$ cat src/rtl/pattern_detector_fsm.sv
// Run-time programmable serial sequence detector (1..MAX_LEN bit patterns, overlap/non-overlap).
// Define PATTERN_DET_CNT_EN to build the saturating match counter; otherwise match_cnt is tied to 0.
module pattern_detector_fsm #(
  parameter int MAX_LEN = 8,
  parameter int LEN_W   = 4,
  parameter int CNT_W   = 16
) (
  input  logic               clk,
  input  logic               rst_n,
  input  logic               cfg_load,
  input  logic [MAX_LEN-1:0] cfg_pattern,
  input  logic [LEN_W-1:0]   cfg_len,
  input  logic               cfg_overlap,
  input  logic               disarm,
  input  logic               din,
  input  logic               din_vld,
  output logic               armed,
  output logic               match,
  output logic               cfg_err,
  output logic [CNT_W-1:0]   match_cnt
);

  typedef enum logic [1:0] {S_IDLE, S_FILL, S_SEARCH} state_t;

  state_t               state, state_nx;
  logic [MAX_LEN-2:0]   history, history_nx;
  logic [LEN_W-1:0]     fill_cnt, fill_cnt_nx, fill_inc;
  logic [MAX_LEN-1:0]   pat_q, shifted;
  logic [LEN_W-1:0]     len_q;
  logic                 ovl_q;
  logic                 cfg_ok, beat, hit, complete;
  logic                 match_nx, cfg_err_nx, armed_nx;

  function automatic logic [MAX_LEN-1:0] len_mask(input logic [LEN_W-1:0] l);
    logic [MAX_LEN-1:0] m;
    m = '0;
    for (int i = 0; i < MAX_LEN; i++) m[i] = (i < int'(l));
    return m;
  endfunction

  assign cfg_ok   = (cfg_len != '0) && (cfg_len <= LEN_W'(MAX_LEN));
  assign beat     = din_vld && !cfg_load && !disarm && (state != S_IDLE);
  assign shifted  = {history, din};
  assign fill_inc = fill_cnt + LEN_W'(1);
  assign hit      = ((shifted ^ pat_q) & len_mask(len_q)) == '0;
  // The beat that completes the fill window is compared just like a SEARCH beat.
  assign complete = beat && hit && ((state == S_SEARCH) || (fill_inc == len_q));

  always_ff @(posedge clk or negedge rst_n) begin
    if (!rst_n) begin
      state    <= S_IDLE;
      history  <= '0;
      fill_cnt <= '0;
    end else begin
      state    <= state_nx;
      history  <= history_nx;
      fill_cnt <= fill_cnt_nx;
    end
  end

  always_comb begin
    state_nx    = state;
    history_nx  = history;
    fill_cnt_nx = fill_cnt;
    if (cfg_load) begin
      if (cfg_ok) begin
        state_nx    = S_FILL;
        history_nx  = '0;
        fill_cnt_nx = '0;
      end
    end else if (disarm) begin
      state_nx    = S_IDLE;
      fill_cnt_nx = '0;
    end else if (beat) begin
      history_nx = shifted[MAX_LEN-2:0];
      if (complete && !ovl_q) begin
        state_nx    = S_FILL;
        fill_cnt_nx = '0;
      end else if (state == S_FILL) begin
        fill_cnt_nx = fill_inc;
        if (fill_inc == len_q) state_nx = S_SEARCH;
      end
    end
  end

  always_comb begin
    match_nx   = complete;
    cfg_err_nx = cfg_load && !cfg_ok;
    armed_nx   = (state_nx != S_IDLE);
  end

  always_ff @(posedge clk or negedge rst_n) begin
    if (!rst_n) begin
      match   <= 1'b0;
      cfg_err <= 1'b0;
      armed   <= 1'b0;
    end else begin
      match   <= match_nx;
      cfg_err <= cfg_err_nx;
      armed   <= armed_nx;
    end
  end

  always_ff @(posedge clk or negedge rst_n) begin
    if (!rst_n) begin
      pat_q <= '0;
      len_q <= '0;
      ovl_q <= 1'b0;
    end else if (cfg_load && cfg_ok) begin
      pat_q <= cfg_pattern;
      len_q <= cfg_len;
      ovl_q <= cfg_overlap;
    end
  end

`ifdef PATTERN_DET_CNT_EN
  function automatic logic [CNT_W-1:0] sat_inc(input logic [CNT_W-1:0] v);
    return (v == {CNT_W{1'b1}}) ? v : v + CNT_W'(1);
  endfunction

  logic [CNT_W-1:0] cnt_q;

  always_ff @(posedge clk or negedge rst_n) begin
    if (!rst_n)                 cnt_q <= '0;
    else if (cfg_load && cfg_ok) cnt_q <= '0;
    else if (complete)          cnt_q <= sat_inc(cnt_q);
  end

  assign match_cnt = cnt_q;
`else
  assign match_cnt = '0;
`endif

endmodule

$ cat config.mk
export PLATFORM = sky130hd
export DESIGN_NAME = pattern_detector_fsm
export DESIGN_NICKNAME = d
export VERILOG_FILES = /design/src/rtl/pattern_detector_fsm.sv
export SDC_FILE = /design/constraint.sdc
export NUM_CORES = 1
export LEC_CHECK = 0
export ABC_CLOCK_PERIOD_IN_PS = 2810
export CORE_AREA = 2 2 92 68
export CTS_BUF_LIST = sky130_fd_sc_hd__clkbuf_8
export DETAILED_ROUTE_END_ITERATION = 8
export DIE_AREA = 0 0 94 70
export PLACE_DENSITY = 0.6
export SLEW_MARGIN = 10
export SYNTH_ARGS = -nofsm -noshare
export SYNTH_HDL_FRONTEND = slang
export SYNTH_SLANG_ARGS = --single-unit
export TNS_END_PERCENT = 100
$ cat constraint.sdc
create_clock -name clk -period 2.81 [get_ports clk]
set_input_delay 0.562 -clock clk [delete_from_list [all_inputs] [get_ports clk]]
set_output_delay 0.562 -clock clk [all_outputs]
set_load 0.02 [all_outputs]
==> notes.md, run 1 <==
Physical implementation.

- The most critical hold endpoint after final layout shows a slack of 0.530 ns.
- Among all flip-flop cells after synthesis, the most frequent one is sky130_fd_sc_hd__dfrtp_1.
- The critical path goes through ha_1 -> xnor3_1 -> nand3_1 -> o22ai_1 -> and4b_1 -> o21ai_2 -> mux2_4.
- The DRC violations left is 0.
- The run finished with clean final reports.
- Cells with a size suffix above 1 make up 17.0% of the layout.
- In this run the number of cells on the critical path is 7.
- The worst-case vdd ir drop is 0.225 mV.
- The endpoint required time on the critical path is 2.98 ns.
- The synth_stat.txt file lists the number of cells as 162.
- The via total after detailed routing is 1165.
- In the finished design, the share of the clock period the worst path needs comes to 81.8%.
- The maximum number of pins on one net before global-route repair is 30.
- For this run, the final setup violation count is recorded as 0.
- The overall die size recorded for this design is 6580 µm².
- The routed wirelength normalized by instance count is 12.1 µm.
- After the last flow step, the layout net total stands at 207.
- The category of the worst setup path launch point is a flop.
- The first-pass GRT wire length is 5420 µm.
- The number of vias per cell after detailed routing is 4.38.
- The insertion delay at the late pin of the worst-skew pair is 0.29 ns.
- The vertical die size is 70 µm.
- The number of buffers added on ports is 21.
- The layout filler cell count is 601.
- In this run the biggest area consumer among cell types represents 44.0% of the synthesized area.
- The largest single stage delay on the critical path is 0.45 ns.
- The register-to-register path setup slack is 0.51 ns.
- The repair_antennas step left the layout with diodes totalling 0.
- The clock edge transition at the registers on the reported setup and hold paths is 0.07 ns.
- Detailed routing placed a total of 205 µm of wire on met3.
- For reference, the placement row count at floorplan is 24.
- The kind of cell with the highest combined delay on the critical path is simple AND/OR/NAND/NOR gates.
- The synthesis area per yosys is 1650 µm².
- The cell at the root of the clock tree is sky130_fd_sc_hd__clkbuf_8.
- The synthesis log from Yosys contains 0 warnings.
- The report gives the cell count of the worst hold path as 2.
- Dividing total power by cell area gives a power density of 538 nW/µm².
- The total negative setup slack is 0 ns.
- Per the cell usage report, the commonest logic cells after layout are 29 x sky130_fd_sc_hd__dfrtp_1, 21 x sky130_fd_sc_hd__clkdlybuf4s50_1, 19 x sky130_fd_sc_hd__nand2_1, 16 x sky130_fd_sc_hd__conb_1, 12 x sky130_fd_sc_hd__mux2_2.
- The floorplan report gives the top-level pin count as 38.
- The distinct cell type count after synthesis is 44.
- Per Yosys stat, the portion of area used by sequential elements is 44.0%.
- The count of library flops with an enable pin is 0.
- The layout-stage area growth over the synthesis result is 19.6%.
- In the per-layer breakdown of the detailed-route log, met1 shows 1700 µm.
- The routed design could run at a clock period as short as 2.30 ns.
- The worst reg2reg path endpoint is fill_cnt[0].
- Looking at the post-CTS report, the setup buffer insertion count equals 0.
- The first-pass detailed-route iteration total is 4.
- The global-route congestion overflow total is 0.
## run 1: power by group
group | switching (µW) | internal [µW] | total, µW
clock | 174 | 171 | 344
sequential | 42.4 | 458 | 500
combinational | 108 | 108 | 216
## run 1: cell families after synthesis
family / Yosys count / synth area share [%]
and+or+nand+nor: 48 / 15.2
muxes: 13 / 9.10
adders and majority gates: 1 / 0.759
AOI/OAI and AO/OA: 28 / 11.3
DFF: 29 / 44.0
other: 1 / 0.227
xor gates and xnor gates: 14 / 8.27
buffers and inverters: 28 / 11.2
## run 1: cells in the mapped netlist (all sizes together), types with 2 or more instances
cell type,instances
a21oi,3
buf,21
clkbuf,2
dfrtp,29
inv,5
mux2,13
nand2,19
nand2b,3
nand3,2
nor2,8
nor3,7
o21ai,11
o22ai,3
o31ai,2
xnor2,5
xor2,8
## run 1: worst min-delay path, delay by kind of cell, from the launching register on
| kind | cells | cell delay, ns |
|---|---|---|
| AND/OR/NAND/NOR | 1 | 0.06 |
| AND-OR/OR-AND | 1 | 0.06 |
| flip-flops | 1 | 0.38 |
## run 1: through the flow
stage	total power [µW]	cells	area, µm²	worst slack (ns)	utilization, %
floorplan	664	177	1710	0.737	-
global placement	722	258	1890	0.263	32.2
detailed placement	724	258	1890	0.277	32.2
CTS	1070	266	1970	0.520	33.7
global route	1130	266	1970	0.345	33.7
finish	1060	266	1970	0.510	33.7
## run 1: layout make-up
cell class	instances	area, µm²	area share, %
inverters	5	18.8	0.952
flip-flops and latches	29	726	36.8
repair buffers	26	248	12.6
multi-input cells	120	796	40.4
well taps	78	97.6	4.95
clock inverters	3	17.5	0.888
clock buffers	5	68.8	3.49
## run 1: state kept, by name, indices dropped and copies added (netlist names)
register	count
len_q	4
pat_q	8
ovl_q	1
fill_cnt	4
history	7
state	2
armed	1
cfg_err	1
match	1
## run 1: worst min-delay path by stage
stage               startpoint         end  slack, ns
CTS                 history[4]  history[5]       0.53
global placement    history[3]  history[4]       0.51
finish              history[4]  history[5]       0.53
floorplan                rst_n       armed       0.27
detailed placement  history[4]  history[5]       0.52
global route          pat_q[0]    pat_q[0]       0.54
## run 1: routing by layer
metal / track usage, % / vias up
li1: - / 577
met1: 16.2 / 547
met2: 13.8 / 33
met3: 4.10 / 8
met4: 4.83 / 0
met5: 0 / -
Figure 1. Sequential cells grouped by signal name (run 1).
Bar = 20 µm.
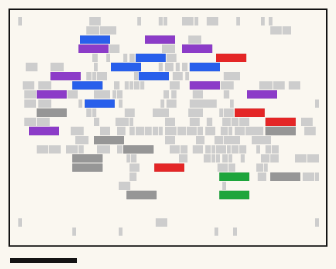
| name in the netlist | color | sequential cells |
|---|---|---|
| history | blue | 7 |
| state | green | 2 |
| pat_q | purple | 8 |
| fill_cnt | red | 4 |

Figure 2. The metal 3 layer (run 1).
Bar = 20 µm.
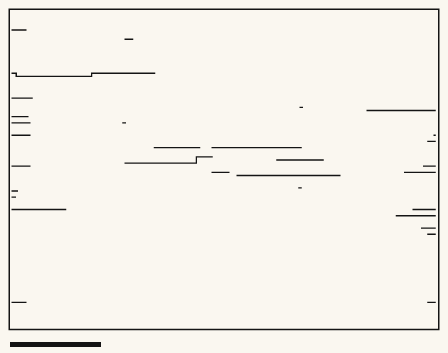
share of all routed wire: 6.4%
wire length on this layer: 206 µm
main direction: horizontal
longest straight run: 22.5 µm
aggregate routed wire length: 3210 µm
M3 GR Usage: 4.10%

Figure 3. Placed cells, one color a class (run 1).
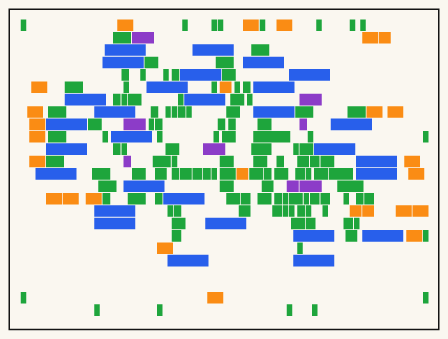
| class | color | cells | share of their area |
|---|---|---|---|
| combinational and other logic | green | 125 | 43% |
| sequential cells | blue | 29 | 39% |
| remaining buffers and delay cells | orange | 26 | 13% |
| clock drivers and dummy loads | purple | 8 | 4.6% |

## Run 2: what changed since run 1
--- a/config.mk
+++ b/config.mk
@@ -5,12 +5,12 @@
 export SDC_FILE = /design/constraint.sdc
 export NUM_CORES = 1
 export LEC_CHECK = 0
-export ABC_CLOCK_PERIOD_IN_PS = 2810
+export ABC_CLOCK_PERIOD_IN_PS = 1800
 export CORE_AREA = 2 2 92 68
 export CTS_BUF_LIST = sky130_fd_sc_hd__clkbuf_8
 export DETAILED_ROUTE_END_ITERATION = 8
 export DIE_AREA = 0 0 94 70
-export PLACE_DENSITY = 0.6
+export PLACE_DENSITY = 0.62
 export SLEW_MARGIN = 10
 export SYNTH_ARGS = -nofsm -noshare
 export SYNTH_HDL_FRONTEND = slang
==> constraint.sdc (replaced) <==
create_clock -name clk -period 1.8 [get_ports clk]
set_input_delay 0.36 -clock clk [delete_from_list [all_inputs] [get_ports clk]]
set_output_delay 0.36 -clock clk [all_outputs]
set_load 0.02 [all_outputs]
Figure 4. Placed cells, one color a class (run 2).
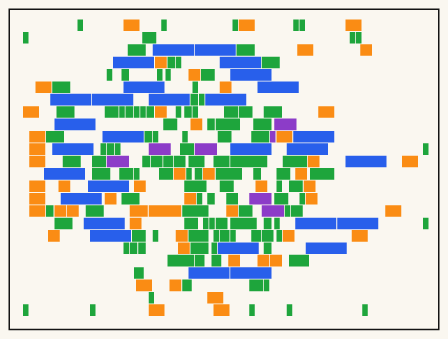
| class | color | cells | share of their area |
|---|---|---|---|
| remaining buffers and delay cells | orange | 52 | 21% |
| clock drivers and dummy loads | purple | 7 | 4.0% |
| combinational and other logic | green | 125 | 41% |
| sequential cells | blue | 29 | 34% |

==> notes.md, run 2 <==
Physical implementation.

- The first-pass GRT wire length is 5600 µm (+3.4%).
- The cell row count is 24 (unchanged).
- The number of vias per cell after detailed routing is 4.32 (-1.3%).
- The worst setup path is launched from a flop.
- The register area is 726 µm² (unchanged).
- The layout filler cell count is 581 (-3.3%).
- The synthesis area per yosys was 1650 µm² (unchanged).
- The ratio of total power to cell area is 777 nW/µm² (+44%).
- The yosys cell count is 162 (unchanged).
- The clock edge transition at the registers on the reported setup and hold paths is 0.06 ns (about the same).
- The count of library flops with an enable pin was 0 (unchanged).
- The final core utilization is 38.4% (+4.8 points).
- The run finished, with violations left.
- Sorting the synthesized cells by how often they occur yields 29 x sky130_fd_sc_hd__dfrtp_1, 19 x sky130_fd_sc_hd__nand2_1, 16 x sky130_fd_sc_hd__buf_4.
- The share of the synthesized area in the top cell type was 44.0% (unchanged).
- The sequential share of the synthesized area was 44.0% (unchanged).
- The maximum number of pins on one net before global-route repair is 30 (unchanged).
- The post-route clock period utilization was 112% (+30 points).
- Between the synthesized netlist and the finished layout, the area growth was recorded as 36.5%.
- The total of endpoints with negative setup slack in the final report is 5 (+5).
- The final critical-path setup slack is -0.220 ns (-0.730 ns).
- The largest registers in the layout are pat_q: 8 flops, history: 7 flops.
- The proportion of layout cells with a drive suffix above 1 is 31.5% (+14 points).
- The routed wirelength normalized by instance count is 11.9 µm (-1.2%).
- The final reports fail on setup timing.
## run 2: where the power goes
part / leakage (µW) / total, µW / switching (µW) / internal, µW
clock network: 0.0000485 / 533 / 236 / 297
logic: 0.000589 / 460 / 220 / 240
registers: 0.000372 / 756 / 40.4 / 716
total: 0.00101 / 1750 / 496 / 1250
## run 2: through the flow
| step | setup slack (ns) | setup TNS (ns) | instance area [µm²] | power [µW] |
|---|---|---|---|---|
| CTS | -0.230 | -0.914 | 2210 | 1740 |
| detailed placement | -0.474 | -4.86 | 2100 | 1190 |
| floorplan | -0.222 | -0.903 | 1710 | 1040 |
| global route | -0.295 | -1.29 | 2250 | 1840 |
| global placement | -0.408 | -4.35 | 2100 | 1190 |
| finish | -0.220 | -0.866 | 2250 | 1750 |
## run 2: layout make-up
| cell class | instances | share of cell area, % |
|---|---|---|
| Multi-Input combinational cell | 120 | 38.4 |
| Timing Repair Buffer | 52 | 20.4 |
| Inverter | 5 | 0.834 |
| Clock inverter | 1 | 0.167 |
| Sequential cell | 29 | 32.2 |
| Tap cell | 78 | 4.34 |
| Clock buffer | 6 | 3.67 |
## run 2: worst paths after layout
kind | start | end | slack, ns | cells past startpoint
setup / recovery | len_q[1] | fill_cnt[0] | -0.22 | 6
hold / removal | rst_n | pat_q[7] | 0.47 | 2
setup reg to reg | len_q[1] | fill_cnt[0] | -0.22 | 6
hold reg to reg | pat_q[0] | pat_q[0] | 0.52 | 1
max in group asynchronous | rst_n | pat_q[3] | 1.05 | 2
min in group clk | pat_q[0] | pat_q[0] | 0.52 | 1
## run 2: critical path, stage by stage (launching register included)
cell,delay [ns]
sky130_fd_sc_hd__dfrtp_1,0.37
sky130_fd_sc_hd__or4_4,0.54
sky130_fd_sc_hd__a21oi_2,0.14
sky130_fd_sc_hd__and4_1,0.18
sky130_fd_sc_hd__and4b_4,0.35
sky130_fd_sc_hd__o21ai_2,0.08
sky130_fd_sc_hd__mux2_4,0.25
## run 2: layer usage
| layer | part of all wire [%] | global-route usage, % |
|---|---|---|
| met5 | 0 | 0 |
| met4 | 1.1 | 3.22 |
| met3 | 3.9 | 3.34 |
| met2 | 43 | 16.0 |
| met1 | 52 | 15.6 |
## run 2: cell families (layout without fill, tap and decap cells)
| logic type | Yosys count | after routing | share of synthesized area (%) |
|---|---|---|---|
| other cells | 1 | 16 | 0.227 |
| simple gates | 48 | 48 | 15.2 |
| compound gates | 28 | 28 | 11.3 |
| flops | 29 | 29 | 44.0 |
| buf+inv | 28 | 64 | 11.2 |
| fa+ha+maj | 1 | 1 | 0.759 |
| mux | 13 | 13 | 9.10 |
| xor+xnor | 14 | 14 | 8.27 |
## run 2: what timing repair did
action / 4_1_cts / 5_1_grt
resized: 5 / 9
pin swaps: 7 / 5
endpoints found under the setup margin: 6 / 7
hold buffers: 0 / 0
## Run 3: what changed since run 2
--- a/config.mk
+++ b/config.mk
@@ -5,11 +5,12 @@
 export SDC_FILE = /design/constraint.sdc
 export NUM_CORES = 1
 export LEC_CHECK = 0
+export ABC_AREA = 0
 export ABC_CLOCK_PERIOD_IN_PS = 1800
-export CORE_AREA = 2 2 92 68
+export CORE_AREA = 2 2 78 80
 export CTS_BUF_LIST = sky130_fd_sc_hd__clkbuf_8
 export DETAILED_ROUTE_END_ITERATION = 8
-export DIE_AREA = 0 0 94 70
+export DIE_AREA = 0 0 80 82
 export PLACE_DENSITY = 0.62
 export SLEW_MARGIN = 10
 export SYNTH_ARGS = -nofsm -noshare
Figure 5. Placed cells, one color a class (run 3).
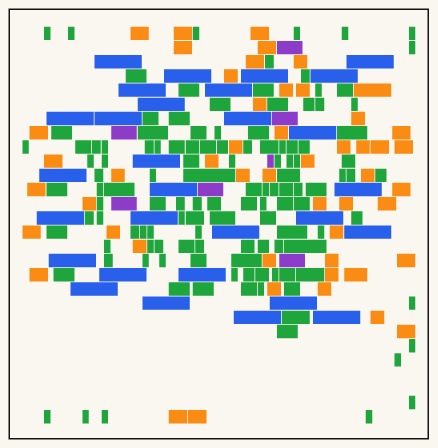
| class | color | cells | share of their area |
|---|---|---|---|
| combinational and other logic | green | 125 | 42% |
| remaining buffers and delay cells | orange | 50 | 21% |
| sequential cells | blue | 29 | 34% |
| clock drivers and dummy loads | purple | 7 | 4.0% |
final core utilization: 39.1%
placeable core region: 5750 µm²
fraction of area in registers: 32.3%

==> notes.md, run 3 <==
Physical implementation.

- The smallest clock period supported by the final layout is computed as 2.00 ns.
- The maximum number of pins on one net before global-route repair is 30 (unchanged).
- The sequential share of the synthesized area came to 44.0% (unchanged).
- The largest registers in the layout are pat_q: 8 flops, history: 7 flops.
- As reported, the later end of the worst-skew pair has a clock insertion delay of 0.28 ns.
- The yosys cell count is 162 (unchanged).
- The total of endpoints with negative setup slack in the final report is 5 (unchanged).
- The ratio of total power to cell area is 790 nW/µm² (+1.7%).
- The proportion of layout cells with a drive suffix above 1 was 30.8% (-0.65 points).
- The flow ran to the end, but the final reports show violations.
- The largest stage delay on the critical path came to 0.41 ns (-0.13 ns).
- The count of pins on the block boundary is 38.
- The share of the synthesized area in the top cell type is 44.0% (unchanged).
- Per the CTS log, the root buffer master is sky130_fd_sc_hd__clkbuf_8.
- Of all cell types, the one taking the most synthesized area is sky130_fd_sc_hd__dfrtp_1.
- The first-pass GRT wire length is 5580 µm (-0.48%).
- For reference, the critical path cell chain is buf_4 -> xnor3_1 -> nand3_2 -> o22ai_2 -> and4b_4 -> o21ai_2 -> mux2_4.
- The post-route clock period utilization is 111% (-0.98 points).
- The critical-path cell with the highest stage delay is sky130_fd_sc_hd__xnor3_1.
- The synthesis area per yosys is 1650 µm² (unchanged).
- The final total power is 1770 µW (+1.4%).
- The category of the worst setup path launch point is a flop.
- The routed wirelength normalized by instance count is 12.1 µm (+1.1%).
- The layout-stage area growth over the synthesis result is 36.1%.
- Pins over their slew limit in the final report were tallied at 0.
- The final reports fail on setup timing.
- The global-route congestion overflow total is 0.
- The synthesis run shows the most used standard cells to be 29 x sky130_fd_sc_hd__dfrtp_1, 19 x sky130_fd_sc_hd__nand2_1, 16 x sky130_fd_sc_hd__buf_4.
- The number of hold violations in the final report is 0.
- For this run, the script counts the antenna cells in the layout as 0.
- The clock edge transition at the registers on the reported setup and hold paths is 0.06 ns (about the same).
- The largest register by flop count is pat_q.
- The synthesized area per cell is 10.2 µm².
- The count of buffering cells on the critical path with inverters included was 1 (+1).
- The cell row count is 28 (+17%).
- The global-route usage over all layers is 11.4%.
- The report counts max-capacitance violations totalling 0.
- Max fanout on the critical path was recorded as 8.
- The buffer_ports step reported a buffer count of 21.
- The register-to-register path setup slack came to -0.20 ns (+0.02 ns).
- The area of the mapped netlist is 1650 µm².
- The flip-flop count of the largest register after layout is 8.
- The final critical-path setup slack is -0.202 ns (+0.0177 ns).
- In this run the vertical extent of the chip is 82 µm.
- The critical path start-end classification is reg -> reg.
- The count of library flops with an enable pin is 0 (unchanged).
- The number of vias per cell after detailed routing is 4.45 (+2.9%).
- The kind of cell with the highest combined delay along the critical path is simple AND/OR/NAND/NOR gates.
- The die width is 80 µm.
[run 3: cell counts after synthesis]
Identical to the previous run, type by type.
[run 3: what timing repair did]
action	4_1_cts	5_1_grt
setup endpoints to repair	6	7
buffers inserted	0	0
pin swaps	5	5
resized	5	10
hold buffers	0	0
[run 3: power breakdown]
part           internal, µW  total, µW  leakage (µW)  switching, µW
combinational           253        481      0.000581            227
sequential              716        758      0.000372           42.4
clock                   297        534     0.0000485            237
total                  1270       1770       0.00100            507
[run 3: stage by stage]
step                      utilization (%)  hold WS [ns]  setup TNS, ns  setup slack, ns  cell area [µm²]
after floorplan                         -        0.0644         -0.903           -0.222             1710
after global placement               36.1         0.511          -4.42           -0.439             2080
after detailed placement             36.1         0.519          -4.93           -0.479             2080
after CTS                            38.0         0.495         -0.769           -0.195             2180
after global routing                 39.1         0.469          -1.11           -0.251             2240
final                                39.1         0.456         -0.784           -0.202             2240
[run 3: cell families (layout without fill, tap and decap cells)]
kind of cell,count (synthesis),in the layout,synth area share [%]
AND-OR/OR-AND,28,28,11.3
flip-flops,29,29,44.0
multiplexers,13,13,9.10
other,1,16,0.227
AND/OR/NAND/NOR,48,48,15.2
buffers and inverters,28,62,11.2
XOR/XNOR,14,14,8.27
adder cells (fa/ha/maj),1,1,0.759
[run 3: final timing paths]
| kind | start | end | cells after the start |
|---|---|---|---|
| worst max-delay path | len_q[2] | fill_cnt[0] | 7 |
| worst min-delay path | disarm | armed | 2 |
| worst max register to register | len_q[2] | fill_cnt[0] | 7 |
| worst min register to register | pat_q[0] | pat_q[0] | 1 |
| max in group asynchronous | rst_n | history[6] | 2 |
| min in group asynchronous | rst_n | fill_cnt[0] | 2 |
[run 3: area by class of cell]
| cell class | count | area (µm²) |
|---|---|---|
| Clock inverter | 1 | 3.75 |
| Tap cell | 75 | 93.8 |
| Inverter | 5 | 18.8 |
| Timing Repair Buffer | 50 | 443 |
| Fill cell | 581 | 3500 |
| Multi-Input combinational cell | 120 | 877 |
| Clock buffer | 6 | 82.6 |
| Sequential cell | 29 | 726 |
[run 3: routing by layer]
metal,track usage (%),wire length [µm],vias up
met5,0,0,-
met3,3.41,163,5
li1,-,-,618
met1,14.0,1520,624
met4,5.08,48,0
met2,18.3,1710,25
Power and IR drop assume default switching activity.
